### M1 wires

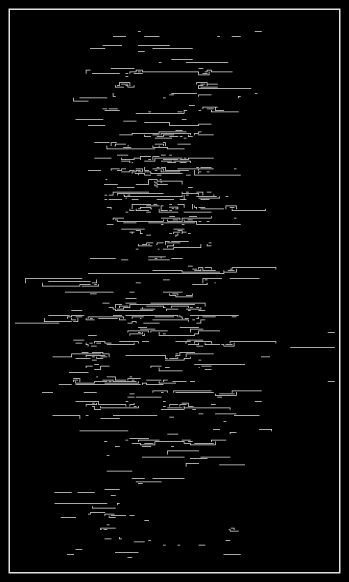
### Met2 routing

Scale bar: 20 um.
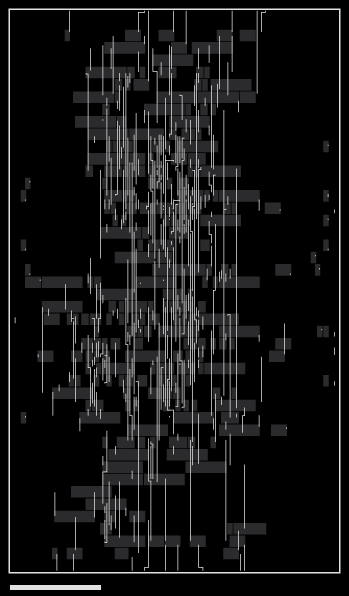
===== src/rtl/clk_mon_pkg.sv =====
// -----------------------------------------------------------------------------
// clk_mon_pkg
// Shared definitions for the divided-clock monitor:
//   - mon_state_t : monitor FSM state encoding
//   - DEF_*       : default parameter values used by clk_monitor
// -----------------------------------------------------------------------------
package clk_mon_pkg;

    typedef enum logic [1:0] {
        ST_IDLE    = 2'd0,  // monitor disabled, counters parked
        ST_ARM     = 2'd1,  // enabled, waiting for the first rising edge
        ST_MEASURE = 2'd2,  // first edge seen, counting towards the second
        ST_LOCKED  = 2'd3   // period measurement valid, refreshed every edge
    } mon_state_t;

    localparam int DEF_PERIOD_WIDTH = 16;
    localparam int DEF_SYNC_STAGES  = 2;
    localparam int DEF_STALL_CYCLES = 65535;

endpackage


===== src/rtl/sync_edge_det.sv =====
// -----------------------------------------------------------------------------
// sync_edge_det
// Brings a single asynchronous level into the clk_i domain through a STAGES-deep
// flop chain and produces registered one-cycle rise/fall pulses.
//
// Parameters:
//   STAGES   synchronizer depth (2..4)
// Ports:
//   clk_i    input   destination-domain clock
//   rst_i    input   asynchronous, active-high reset
//   async_i  input   level from a foreign clock domain
//   level_o  output  synchronized level, aligned with the tick outputs: it goes
//                    high in the rise_o cycle and low in the fall_o cycle
//   rise_o   output  one-cycle pulse per rising edge of async_i
//   fall_o   output  one-cycle pulse per falling edge of async_i
// -----------------------------------------------------------------------------
module sync_edge_det #(
    parameter int STAGES = 2
) (
    input  logic clk_i,
    input  logic rst_i,
    input  logic async_i,
    output logic level_o,
    output logic rise_o,
    output logic fall_o
);

    logic sync_q [STAGES];
    logic s_last;
    logic prev_q;
    logic rise_q;
    logic fall_q;

    // First stage samples the asynchronous input directly.
    always_ff @(posedge clk_i or posedge rst_i) begin
        if (rst_i) begin
            sync_q[0] <= 1'b0;
        end else begin
            sync_q[0] <= async_i;
        end
    end

    genvar gi;
    generate
        for (gi = 1; gi < STAGES; gi++) begin : g_sync
            always_ff @(posedge clk_i or posedge rst_i) begin
                if (rst_i) begin
                    sync_q[gi] <= 1'b0;
                end else begin
                    sync_q[gi] <= sync_q[gi-1];
                end
            end
        end
    endgenerate

    assign s_last = sync_q[STAGES-1];

    always_ff @(posedge clk_i or posedge rst_i) begin
        if (rst_i) begin
            prev_q <= 1'b0;
            rise_q <= 1'b0;
            fall_q <= 1'b0;
        end else begin
            prev_q <= s_last;
            rise_q <= s_last & ~prev_q;
            fall_q <= ~s_last & prev_q;
        end
    end

    assign level_o = prev_q;
    assign rise_o  = rise_q;
    assign fall_o  = fall_q;

endmodule


===== src/rtl/clk_monitor.sv =====
// -----------------------------------------------------------------------------
// clk_monitor
// Watches the slow divided clock from the programmable clock-source divider.
// The divided clock is only ever sampled as data: it is synchronized into iCLK
// and turned into rise/fall enable ticks, its rise-to-rise period is measured in
// iCLK cycles, and a stall is flagged when rising edges stop arriving.
//
// Build option:
//   CLK_MON_DUTY_EN  when defined, high_time reports the high-phase length of
//                    slow_clk in iCLK cycles; otherwise high_time is tied to 0.
//
// Parameters:
//   SYNC_STAGES   synchronizer depth (2..4)
//   PERIOD_WIDTH  width of the interval counters and measurement outputs
//   STALL_CYCLES  cycles without a rising edge before a stall (2..2^PERIOD_WIDTH-1)
// Ports:
//   iCLK          input   fast system clock
//   iRST          input   asynchronous, active-high reset
//   iEN           input   monitor enable (synchronous)
//   slow_clk      input   divided clock, asynchronous to iCLK
//   rise_tick     output  one-cycle pulse per slow_clk rising edge
//   fall_tick     output  one-cycle pulse per slow_clk falling edge
//   period        output  last rise-to-rise interval in iCLK cycles
//   period_valid  output  period holds a valid measurement
//   stalled       output  no rising edge for STALL_CYCLES cycles
//   high_time     output  high-phase length (0 unless CLK_MON_DUTY_EN)
// -----------------------------------------------------------------------------
module clk_monitor
    import clk_mon_pkg::*;
#(
    parameter int SYNC_STAGES  = DEF_SYNC_STAGES,
    parameter int PERIOD_WIDTH = DEF_PERIOD_WIDTH,
    parameter int STALL_CYCLES = DEF_STALL_CYCLES
) (
    input  logic                    iCLK,
    input  logic                    iRST,
    input  logic                    iEN,
    input  logic                    slow_clk,
    output logic                    rise_tick,
    output logic                    fall_tick,
    output logic [PERIOD_WIDTH-1:0] period,
    output logic                    period_valid,
    output logic                    stalled,
    output logic [PERIOD_WIDTH-1:0] high_time
);

    localparam logic [PERIOD_WIDTH-1:0] CNT_ONE   = PERIOD_WIDTH'(1);
    localparam logic [PERIOD_WIDTH-1:0] STALL_VAL = PERIOD_WIDTH'(STALL_CYCLES);

    logic sync_level;
    logic sync_rise;
    logic sync_fall;

    sync_edge_det #(
        .STAGES (SYNC_STAGES)
    ) u_sync_edge_det (
        .clk_i   (iCLK),
        .rst_i   (iRST),
        .async_i (slow_clk),
        .level_o (sync_level),
        .rise_o  (sync_rise),
        .fall_o  (sync_fall)
    );

    assign rise_tick = sync_rise;
    assign fall_tick = sync_fall;

    // -------------------------------------------------------------------------
    // Period measurement FSM
    // -------------------------------------------------------------------------
    mon_state_t              state_q,   state_d;
    logic [PERIOD_WIDTH-1:0] cnt_q,     cnt_d;
    logic [PERIOD_WIDTH-1:0] period_q,  period_d;
    logic                    valid_q,   valid_d;
    logic                    stalled_q, stalled_d;

    logic [PERIOD_WIDTH-1:0] cnt_run;
    logic                    stall_hit;

    always_ff @(posedge iCLK or posedge iRST) begin
        if (iRST) begin
            state_q   <= ST_IDLE;
            cnt_q     <= '0;
            period_q  <= '0;
            valid_q   <= 1'b0;
            stalled_q <= 1'b0;
        end else begin
            state_q   <= state_d;
            cnt_q     <= cnt_d;
            period_q  <= period_d;
            valid_q   <= valid_d;
            stalled_q <= stalled_d;
        end
    end

    always_comb begin
        state_d   = state_q;
        cnt_d     = cnt_q;
        period_d  = period_q;
        valid_d   = valid_q;
        stalled_d = stalled_q;

        // Restarting at 1 on the tick makes cnt equal the distance in cycles
        // back to the previous tick when the next one arrives. The counter
        // saturates so a STALL_CYCLES of all-ones is still reached.
        if (sync_rise) begin
            cnt_run = CNT_ONE;
        end else if (&cnt_q) begin
            cnt_run = cnt_q;
        end else begin
            cnt_run = cnt_q + CNT_ONE;
        end

        stall_hit = (cnt_q == STALL_VAL);

        case (state_q)
            ST_IDLE: begin
                cnt_d     = '0;
                valid_d   = 1'b0;
                stalled_d = 1'b0;
                if (iEN) begin
                    state_d = ST_ARM;
                end
            end

            ST_ARM: begin
                cnt_d   = cnt_run;
                valid_d = 1'b0;
                if (!iEN) begin
                    state_d   = ST_IDLE;
                    cnt_d     = '0;
                    stalled_d = 1'b0;
                end else if (sync_rise) begin
                    // A stall raised earlier is cleared by the first new edge.
                    state_d   = ST_MEASURE;
                    stalled_d = 1'b0;
                end
            end

            ST_MEASURE, ST_LOCKED: begin
                cnt_d = cnt_run;
                // Priority: disable beats a tick, a tick beats a stall.
                if (!iEN) begin
                    state_d   = ST_IDLE;
                    cnt_d     = '0;
                    valid_d   = 1'b0;
                    stalled_d = 1'b0;
                end else if (sync_rise) begin
                    state_d   = ST_LOCKED;
                    period_d  = cnt_q;
                    valid_d   = 1'b1;
                    stalled_d = 1'b0;
                end else if (stall_hit) begin
                    state_d   = ST_ARM;
                    valid_d   = 1'b0;
                    stalled_d = 1'b1;
                end
            end

            default: begin
                state_d = ST_IDLE;
            end
        endcase
    end

    assign period       = period_q;
    assign period_valid = valid_q;
    assign stalled      = stalled_q;

    // -------------------------------------------------------------------------
    // High-phase measurement
    // -------------------------------------------------------------------------
`ifdef CLK_MON_DUTY_EN
    logic [PERIOD_WIDTH-1:0] hcnt_q, hcnt_d;
    logic [PERIOD_WIDTH-1:0] high_q, high_d;

    // sync_level is high from the rise-tick cycle up to (not including) the
    // fall-tick cycle, so counting on it makes high_time equal the distance
    // between the two ticks, just as period is the distance between rises.
    always_comb begin
        hcnt_d = hcnt_q;
        high_d = high_q;
        if (sync_rise) begin
            hcnt_d = CNT_ONE;
        end else if (sync_level && !(&hcnt_q)) begin
            hcnt_d = hcnt_q + CNT_ONE;
        end
        if (sync_fall) begin
            high_d = hcnt_q;
        end
    end

    always_ff @(posedge iCLK or posedge iRST) begin
        if (iRST) begin
            hcnt_q <= '0;
            high_q <= '0;
        end else begin
            hcnt_q <= hcnt_d;
            high_q <= high_d;
        end
    end

    assign high_time = high_q;
`else
    logic unused_sync_level;
    assign unused_sync_level = sync_level;
    assign high_time         = '0;
`endif

endmodule

===== config.mk =====
export PLATFORM = sky130hd
export DESIGN_NAME = clk_monitor
export DESIGN_NICKNAME = d
export VERILOG_FILES = /design/src/rtl/clk_mon_pkg.sv /design/src/rtl/sync_edge_det.sv /design/src/rtl/clk_monitor.sv
export SDC_FILE = /design/constraint.sdc
export NUM_CORES = 1
export LEC_CHECK = 0
export ABC_AREA = 1
export CAP_MARGIN = 30
export CORE_ASPECT_RATIO = 1.75
export CORE_MARGIN = 2
export CORE_UTILIZATION = 25
export CTS_BUF_LIST = sky130_fd_sc_hd__clkbuf_8 sky130_fd_sc_hd__clkbuf_16
export CTS_CLUSTER_DIAMETER = 150
export DETAILED_ROUTE_END_ITERATION = 10
export GPL_ROUTABILITY_DRIVEN = 1
export SLEW_MARGIN = 20
export SYNTH_ARGS = -nofsm -noshare
export SYNTH_HDL_FRONTEND = slang
export SYNTH_SLANG_ARGS = --single-unit

===== constraint.sdc =====
create_clock -name iCLK -period 1.93 [get_ports iCLK]
set_clock_uncertainty 0.1 [all_clocks]
set_input_delay 0.386 -clock iCLK [delete_from_list [all_inputs] [get_ports iCLK]]
set_output_delay 0.386 -clock iCLK [all_outputs]
set_load 0.03 [all_outputs]

==> out/qor.txt <==
Top Metal Used -> met4
power consumption -> 1.84 mW
Die Span Y -> 124 um
post-synthesis to final-layout area growth -> 22.1%
Chip Area -> 8990 um^2
area of the core -> 7960 um^2
post-synth top area share -> 49.9%
clock transition at the registers of the reported paths -> 60 ps
worst-case register-to-register setup slack -> 160 ps
kind of cell adding the most delay to the critical path -> buffers and inverters
RSZ-0062 raised after global routing -> false
post-synthesis register bit count -> 41
GR peak layer -> met2
largest voltage drop on the vdd net -> 427 uV
clock period minus worst slack -> 1800 ps
minimum setup slack after placement -> 103 ps
Final Max-Slew Violation Tally -> 0
hold path startpoint -> u_sync_edge_det.sync_q[1]
most instantiated logic cell after routing -> sky130_fd_sc_hd__nand2_1
origin of the critical flop-to-flop path -> cnt_q[1]
kind of critical path -> flip-flop to primary output
top comb family, area -> simple AND/OR/NAND/NOR gates
number of buffers other than clock buffers in the final layout -> 28
terminus of the critical flop-to-flop path -> stalled
final total negative setup slack -> 0 ps
number of buffer and inverter stages on the critical path -> 1
routed length per instance -> 12.1 um
number of flops mapped to enable cells by yosys -> 0
number of combinational gates with multiple inputs -> 161
antenna violations before repair -> 0
Post-Synth Adder-Cell Area -> 0.609%
top post-synthesis cells by count -> sky130_fd_sc_hd__nand2_1 (50), sky130_fd_sc_hd__dfrtp_1 (41), sky130_fd_sc_hd__inv_1 (31)
DRT Pass-1 Iters -> 4
Post-Syn Instances -> 241
sequential share of the synthesized area -> 49.9%
# H-tree levels -> 2
clock tree from TritonCTS -> done
met1 WL -> 1650 um
crit-path cells -> clkdlybuf4s50_1
fraction of layout cells with a size suffix above 1 -> 12.9%
GRT met1 Usage -> 10.4%
Clock Buffer Count -> 5
critical path endpoint category -> primary output
Antenna Cells -> 0
Combinational Power -> 0.155 mW
count of inserted tapcells -> 90
max-cap viol count -> 0
sequential fraction of design power -> 48.4%
dominant class by area -> flip-flops and latches
most common logic cells in the final layout -> sky130_fd_sc_hd__nand2_1 (50), sky130_fd_sc_hd__dfrtp_1 (41), sky130_fd_sc_hd__inv_1 (32), sky130_fd_sc_hd__clkdlybuf4s50_1 (22)
Num CTS Buffers -> 5
biggest power consumer among the groups -> registers
share of the final layout cell area in sequential cells -> 40.9%
result of the run -> complete, no violations
logic depth of the worst setup path including buffers -> 1
wire length on met3 -> 196 um
worst setup margin -> 126 ps
total half-perimeter wirelength after legalization and detailed placement -> 3220 um
count of warnings emitted by yosys -> 0
data arrival time at the worst-slack endpoint -> 1320 ps
CP max FO -> 2
final clock period utilization by the worst path -> 93.5%
antenna-violating nets left -> 0
I/O pins -> 40
Cells on Worst Hold Path -> 0
Sequential Power -> 0.893 mW
area of all placed cells without fillers -> 2510 um^2
met2 wire length -> 2330 um
non-clock buffer contribution to total cell area -> 11.6%
number of gates given a new drive strength after cts -> 1
Root Buffer -> sky130_fd_sc_hd__clkbuf_16
About 'M1 wires':
longest straight run: 29.9 um
main direction: horizontal
share of all routed wire: 38%
nets with wire on the layer: 242
wire length on this layer: 1650 um

About 'Met2 routing':
main direction: vertical
nets with wire on the layer: 219
longest straight run: 62.9 um
share of all routed wire: 53%
sum of routed wire length over all layers: 4370 um
via total after detailed routing: 1563
met2 track demand over resource in global routing: 19.0%

No activity file was given, so power comes from the tool's default toggle rates.
